**src/rtl/idli_ctl_m.sv**
```systemverilog
// Window-sequenced controller: one FSM state per 4-cycle slice window, decides fetch/branch/load-store phases.
// Outputs decode combinationally from state and slice counter; requests are level-held and sampled only at ctr=3.
module idli_ctl_m (
  input  logic       i_ctl_gck,
  input  logic       i_ctl_rst_n,
  output logic [1:0] o_ctl_ctr,
  input  logic       i_ctl_instr_vld,
  output logic       o_ctl_instr_vld,
  input  logic       i_ctl_br_req,
  output logic       o_ctl_br_ack,
  input  logic       i_ctl_mem_req,
  input  logic       i_ctl_mem_wr,
  output logic       o_ctl_mem_gnt,
  output logic       o_ctl_mem_done,
  output logic       o_ctl_sqi_redirect,
  output logic       o_ctl_sqi_wr_en,
  output logic [1:0] o_ctl_addr_sel
);

  typedef logic [1:0] ctr_t;

  typedef enum logic [1:0] {
    SEL_PC  = 2'd0,
    SEL_BR  = 2'd1,
    SEL_MEM = 2'd2
  } addr_sel_e;

  typedef enum logic [2:0] {
    S_INIT     = 3'd0,
    S_RET_ADDR = 3'd1,
    S_FETCH    = 3'd2,
    S_BR_ADDR  = 3'd3,
    S_MEM_ADDR = 3'd4,
    S_MEM_DATA = 3'd5
  } state_e;

  ctr_t   r_ctr;
  state_e r_state;
  logic   r_wr;

  state_e w_state_nxt;
  logic   w_wr_nxt;
  logic   w_win_end;
  logic   w_redirect;
  logic   w_wr_en;
  logic   w_br_ack;
  logic   w_mem_gnt;
  logic   w_mem_done;
  logic   w_instr_vld;
  logic [1:0] w_addr_sel;

  assign w_win_end = (r_ctr == 2'd3);

  always_ff @(posedge i_ctl_gck or negedge i_ctl_rst_n) begin
    if (!i_ctl_rst_n) begin
      r_ctr   <= 2'd0;
      r_state <= S_INIT;
      r_wr    <= 1'b0;
    end else begin
      r_ctr   <= r_ctr + 2'd1;
      r_state <= w_state_nxt;
      r_wr    <= w_wr_nxt;
    end
  end

  always_comb begin
    w_state_nxt = r_state;
    w_wr_nxt    = r_wr;
    w_redirect  = 1'b0;
    w_wr_en     = 1'b0;
    w_br_ack    = 1'b0;
    w_mem_gnt   = 1'b0;
    w_mem_done  = 1'b0;
    w_instr_vld = 1'b0;
    w_addr_sel  = SEL_PC;
    case (r_state)
      S_INIT: begin
        if (w_win_end) w_state_nxt = S_RET_ADDR;
      end
      S_RET_ADDR: begin
        w_redirect = 1'b1;
        w_addr_sel = SEL_PC;
        if (w_win_end) w_state_nxt = S_FETCH;
      end
      S_FETCH: begin
        // A redirect at window end makes the instruction just fetched stale.
        w_instr_vld = i_ctl_instr_vld &&
                      !(w_win_end && (i_ctl_br_req || i_ctl_mem_req));
        if (w_win_end) begin
          if (i_ctl_br_req) begin
            w_state_nxt = S_BR_ADDR;
          end else if (i_ctl_mem_req) begin
            w_state_nxt = S_MEM_ADDR;
            w_wr_nxt    = i_ctl_mem_wr;
          end
        end
      end
      S_BR_ADDR: begin
        w_redirect = 1'b1;
        w_addr_sel = SEL_BR;
        w_br_ack   = w_win_end;
        if (w_win_end) w_state_nxt = S_FETCH;
      end
      S_MEM_ADDR: begin
        w_redirect = 1'b1;
        w_addr_sel = SEL_MEM;
        w_wr_en    = r_wr;
        w_mem_gnt  = w_win_end;
        if (w_win_end) w_state_nxt = S_MEM_DATA;
      end
      S_MEM_DATA: begin
        w_addr_sel = SEL_MEM;
        w_wr_en    = r_wr;
        w_mem_done = w_win_end;
        if (w_win_end) w_state_nxt = S_RET_ADDR;
      end
      default: begin
        w_state_nxt = S_INIT;
      end
    endcase
  end

  assign o_ctl_ctr          = r_ctr;
  assign o_ctl_instr_vld    = w_instr_vld;
  assign o_ctl_br_ack       = w_br_ack;
  assign o_ctl_mem_gnt      = w_mem_gnt;
  assign o_ctl_mem_done     = w_mem_done;
  assign o_ctl_sqi_redirect = w_redirect;
  assign o_ctl_sqi_wr_en    = w_wr_en;
  assign o_ctl_addr_sel     = w_addr_sel;

endmodule

```
**config.mk**
```make
export PLATFORM = sky130hd
export DESIGN_NAME = idli_ctl_m
export DESIGN_NICKNAME = d
export VERILOG_FILES = /design/src/rtl/idli_ctl_m.sv
export SDC_FILE = /design/constraint.sdc
export NUM_CORES = 1
export LEC_CHECK = 0
export CAP_MARGIN = 30
export CORE_AREA = 2 2 39 41
export CTS_BUF_LIST = sky130_fd_sc_hd__clkbuf_8
export DETAILED_ROUTE_END_ITERATION = 16
export DIE_AREA = 0 0 41 43
export HOLD_SLACK_MARGIN = 0.12
export REMOVE_ABC_BUFFERS = 1
export SLEW_MARGIN = 10
export SYNTH_ARGS = -nofsm -noshare
export SYNTH_HDL_FRONTEND = slang
export SYNTH_SLANG_ARGS = --single-unit
```
**constraint.sdc**
```tcl
create_clock -name i_ctl_gck -period 1.3 [get_ports i_ctl_gck]
set_input_delay 0.195 -clock i_ctl_gck [delete_from_list [all_inputs] [get_ports i_ctl_gck]]
set_output_delay 0.195 -clock i_ctl_gck [all_outputs]
set_load 0.01 [all_outputs]
```
Run 1, pin map:
Pins as bars across the die edge, other pins in grey.
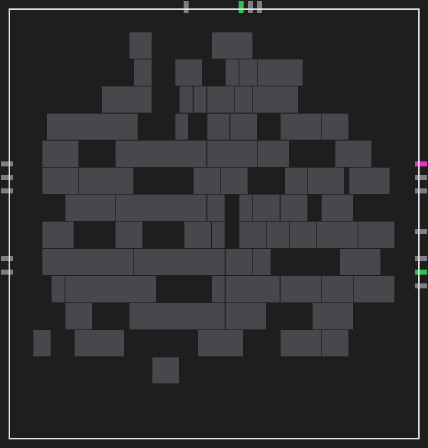
o_ctl_addr_sel -> green  # pins 2, direction output, edge 1 east, 1 north
o_ctl_instr_vld -> magenta  # pins 1, direction output, edge east
die width: 41 um
quantity of I/O buffers inserted on ports: 15
height of the chip: 43 um

Run 1, placed cells, one colour a class:
The bar under the picture is 10 um long.
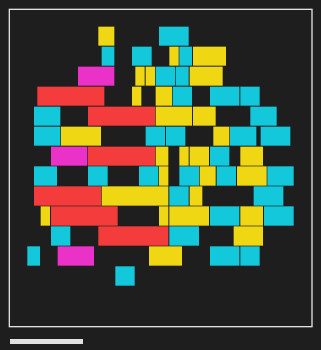
remaining buffers and delay cells -> cyan  # cells 33
remaining logic cells -> yellow  # cells 27
registers -> red  # cells 6
clock-net drivers -> magenta  # cells 3
core occupancy in the finished layout: 52.2%
Site Rows: 14
flip-flop and latch share of the layout cell area: 21.0%
area of the placeable core: 1380 um^2

Run 1, routed clock nets over the placement:
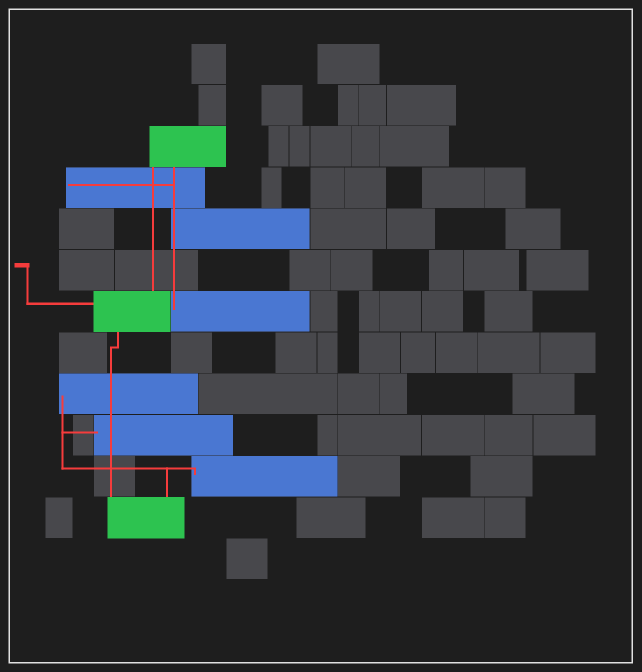
clock wires -> red  # length 74.7 um
clock-net drivers -> green  # count 3
flip-flops -> blue  # count 6
routed clock nets = 4

Run 1, drive-strength map:
The bar under the picture is 10 um long.
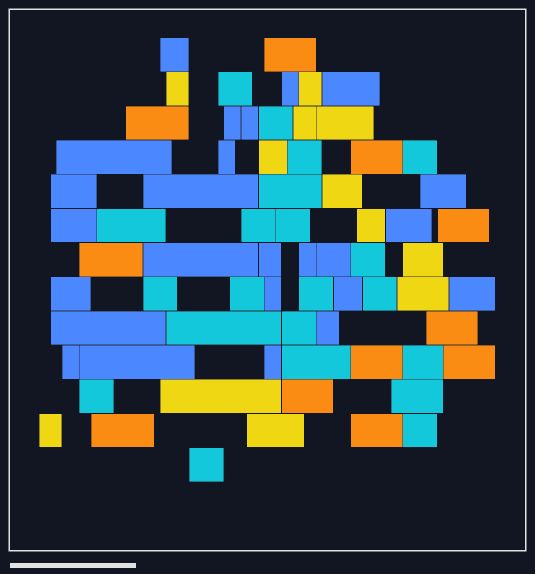
x3 and x4 -> cyan  # cells 21, most used buf_4
x1 and smaller -> blue  # cells 25
x6 and larger -> orange  # cells 11, most used buf_6
x2 -> yellow  # cells 12, most used buf_2
Buffers excl. clock: 33
fin worst setup slack: -0.0994 ns
final design instance area without fill: 722 um^2
layout overhead on the synthesized area: 119%

==> impl_metrics.json, run 1 <==
{
  "max-clock-path-buffers": 2,
  "fp.dieArea_um2": 1760,
  "synth_largest_type_area_fraction_pct": 45.5,
  "gr-usage-met3_pct": 1.57,
  "final.fill_count": 121,
  "initialDrtViolationCount": 0,
  "placed_cells_incl_taps": 74,
  "ant_nets_after_route": 0,
  "finalClockSkew_ns": 0.000243,
  "yosysTopAreaCell": "dfrtp_1",
  "first_global_vias": 380,
  "ys_async_sr_fraction_pct": 100,
  "ff_latch_area_um2": 151,
  "cp-startpoint": "o_ctl_ctr[0]",
  "buf_share_pct": 39.0,
  "inv_count": 2,
  "final_layout_size_suffix_gt1_share_pct": 63.8,
  "netlist_top_cells_count": "6 x dfrtp_1, 5 x nand2_1, 3 x nor2_1",
  "yosys_register_bits": 6,
  "fin_crit_sh_pct": 108,
  "floorplan.io_pins": 16,
  "endpoint_of_the_most_critical_register_to_register_path": "r_wr",
  "criticalPathCategory": "reg -> reg",
  "grt-busiest-layer": "met2",
  "p_clk_share_pct": 25.7,
  "pin_count_of_the_biggest_net_entering_global_routing": 10,
  "worst_hold_path_type": "in -> async",
  "synth.cellmix.adderShare_pct": 3.79,
  "topRoutingLayerUsed": "met3",
  "drt-pass1-iter-count": 1,
  "final_nets": 78,
  "dominantRegCellSynth": "dfrtp_1",
  "grt_use_total_pct": 12.8,
  "final_hold_viol_count": 0,
  "most_flop_heavy_register": "r_state",
  "fin_ws_ns": -0.0994,
  "final_layout_top_logic_cell": "buf_4",
  "path_clk_slew_ns": 0.03,
  "violations_in_the_final_reports": "setup timing",
  "finalSetupViolations": 9,
  "route.layer.met1.wl_um": 333,
  "total_combinational_power_mw": 0.469,
  "min_period_ns": 1.40,
  "detail_route.vias_per_cell": 4.27,
  "routed_wire_per_std_cell_um": 10.0,
  "cts-root-buf": "clkbuf_8",
  "place_area_um2": 576,
  "seq_cell_power_mw": 0.300,
  "clock_sinks": 6,
  "cellLeakagePower_nw": 0.372,
  "synthSimpleGateAreaFrac_pct": 33.7,
  "largest_reg_flops": 3,
  "status": "complete, but fails checks",
  "detail_route.drc_violations": 0,
  "synth-seq-area-share_pct": 45.5,
  "synth-cells-yosys": 33,
  "timing.fmax_mhz": 715,
  "netSwitchingFraction_pct": 27.2,
  "worst_slew_margin_rel_pct": 82.6,
  "synth.yosys.warnings": 0,
  "share_seq_of_total_power_pct": 29.0,
  "r2r_slack_ns": -0.1,
  "synthesis.area_per_instance_um2": 10.0,
  "edf_count": 0,
  "post-synth-top-count-cell": "dfrtp_1",
  "hold_fix_buffer_count_after_cts": 0,
  "r2r.worst_path.cells": 5,
  "grt_antenna_before_repair": 0,
  "power.internal_mw": 0.753,
  "syn-cell-area_um2": 330,
  "warning_count": 27,
  "cts_inserted_buffers": 3,
  "mux_area_share_pct": 7.95,
  "timing.critical_path.buf_inv": 1,
  "powerDensity_nw_per_um2": 1430,
  "synthXorXnorAreaFrac_pct": 0,
  "ys_area_um2": 330,
  "arrival_ns": 1.50,
  "tritoncts": "done",
  "nClkBuffers": 3,
  "power.switching_mw": 0.281,
  "grt_overflow": 0,
  "place_hpwl_um": 551,
  "end_kind": "flip-flop",
  "ys_types": 19,
  "crit_reg_reg_startpoint": "o_ctl_ctr[0]",
  "ctsHtreeMaxLevel": 1,
  "cts_setup_buffers": 6
}
==> inputs of run 2 (changes only) <==
- clock period: 1.3 -> 1.46 ns (I/O delays scaled with it)
Run 2, drive-strength map:
The bar under the picture is 10 um long.
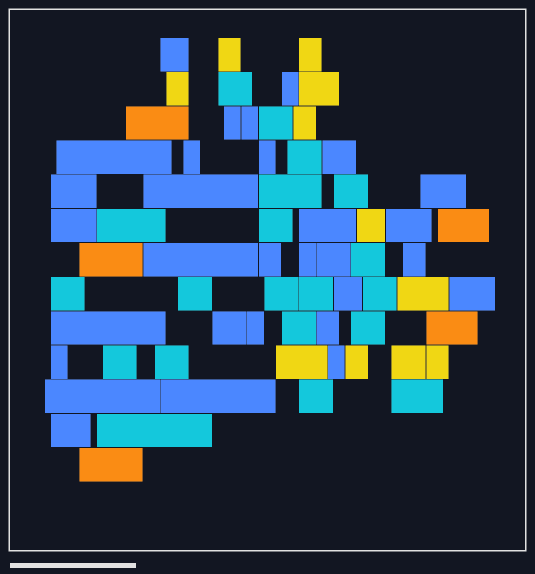
x2 -> yellow  # cells 11
x3 and x4 -> cyan  # cells 20, most used buf_4
x6 and larger -> orange  # cells 5, most used clkbuf_8
x1 and smaller -> blue  # cells 30, most used dfrtp_1

==> run 2 against run 1 <==
Effect of this change: the flow now finishes without violations; area after synthesis stayed put; sequential share of layout area is 2.2 points higher; die size stayed put; combinational power is 27% lower; final cell count is 3.5% lower; sequential power is 14% lower; critical path type is now reg -> out; critical endpoint is now o_ctl_mem_gnt.
==> impl_metrics.json, run 2 <==
{
  "cp-startpoint": "o_ctl_ctr[0]",
  "finalSetupViolations": 0,
  "r2r_slack_ns": 0.06,
  "ys_types": 19,
  "yosys_register_bits": 6,
  "signal_buffers": 30,
  "path_clk_slew_ns": 0.03,
  "grt-busiest-layer": "met2",
  "edf_count": 0,
  "fin_crit_sh_pct": 96.9,
  "grt_use_total_pct": 11.0,
  "status": "completed",
  "die_width_um": 41,
  "first_global_vias": 348,
  "core_area_um2": 1380,
  "topRoutingLayerUsed": "met3",
  "layout.cell_area.non_filler_um2": 649,
  "dominantRegCellSynth": "dfrtp_1",
  "worst_hold_path_type": "in -> async",
  "min_period_ns": 1.41,
  "syn-cell-area_um2": 330,
  "synthesis.area_per_instance_um2": 10.0,
  "final.fill_count": 134,
  "arrival_ns": 1.20,
  "place_hpwl_um": 567,
  "yosysTopAreaCell": "dfrtp_1",
  "synth-seq-area-share_pct": 45.5,
  "placement_rows": 14,
  "cts_setup_buffers": 5,
  "final_layout_top_logic_cell": "buf_4",
  "grt_overflow": 0,
  "max-clock-path-buffers": 2,
  "inv_count": 2,
  "fp.dieArea_um2": 1760,
  "tritoncts": "done",
  "synth.yosys.warnings": 0,
  "cts_inserted_buffers": 3,
  "endpoint_of_the_most_critical_register_to_register_path": "r_wr",
  "power.internal_mw": 0.604,
  "timing.fmax_mhz": 707
}
==> inputs of run 3 (changes only) <==
- GPL_ROUTABILITY_DRIVEN: not set -> 0
Run 3, routed clock nets over the placement:
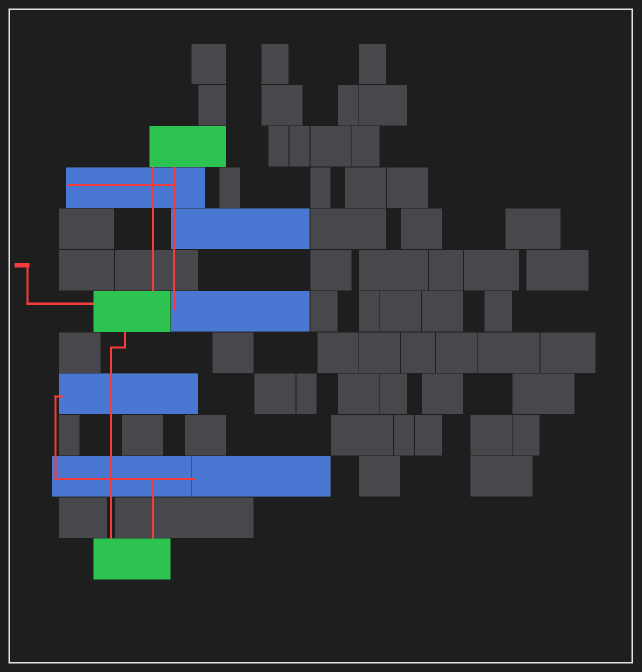
clock wires -> red  # length 78.3 um
clock-net drivers -> green  # count 3
flip-flops -> blue  # count 6
routed clock nets = 4
clk ins delay skew pair: 0.22 ns
fraction of power consumed by the clock network: 28.3%
power drawn by the clock network: 0.237 mW
clk_skew: 0.000116 ns

==> run 3 against run 2 <==
Effect of this change: die size unchanged; flip-flop count stayed put; non-clock buffer count unchanged; global-route usage unchanged; final area unchanged; via count unchanged; clock power is essentially flat; synthesized cell count is the same; sequential power about the same; combinational power barely moved; largest cell class unchanged; highest routed layer unchanged.
==> impl_metrics.json, run 3 <==
{
  "status": "completed",
  "powerDensity_nw_per_um2": 1290,
  "cts_setup_buffers": 5,
  "final_layout_size_suffix_gt1_share_pct": 54.5,
  "final_layout_top_logic_cell": "buf_4",
  "endpoint_of_the_most_critical_register_to_register_path": "r_wr",
  "buf_share_pct": 35.6,
  "place_hpwl_um": 567,
  "ant_nets_after_route": 0,
  "drt-pass1-iter-count": 2,
  "power.switching_mw": 0.232,
  "r2r_slack_ns": 0.06,
  "cellLeakagePower_nw": 0.340,
  "ys_area_um2": 330,
  "worst_hold_path_type": "in -> async",
  "seq_cell_power_mw": 0.257,
  "detail_route.drc_violations": 0,
  "ff_latch_area_um2": 150,
  "area_growth_pct": 96.6,
  "total_combinational_power_mw": 0.341,
  "clock_sinks": 6,
  "pin_count_of_the_biggest_net_entering_global_routing": 10,
  "yosysTopAreaCell": "dfrtp_1",
  "synth.cellmix.adderShare_pct": 3.79,
  "grt_antenna_before_repair": 0,
  "worst_slew_margin_rel_pct": 82.1,
  "grt_use_total_pct": 11.0,
  "final_core_util_pct": 46.9,
  "share_seq_of_total_power_pct": 30.8,
  "ys_async_sr_fraction_pct": 100,
  "final_hold_viol_count": 0,
  "mux_area_share_pct": 7.95,
  "dominantRegCellSynth": "dfrtp_1",
  "netlist_top_cells_count": "6 x dfrtp_1, 5 x nand2_1, 3 x nor2_1",
  "synthesis.area_per_instance_um2": 10.0,
  "nClkBuffers": 3,
  "timing.critical_path.buf_inv": 2,
  "min_period_ns": 1.41,
  "r2r.worst_path.cells": 5,
  "finalSetupViolations": 0,
  "post-synth-top-count-cell": "dfrtp_1",
  "floorplan.die.height_um": 43,
  "first_global_vias": 348,
  "die_width_um": 41,
  "warning_count": 26,
  "synthXorXnorAreaFrac_pct": 0,
  "synth_largest_type_area_fraction_pct": 45.5,
  "place_area_um2": 576,
  "end_kind": "output pin",
  "edf_count": 0
}
No activity file was given, so power comes from the tool's default toggle rates.
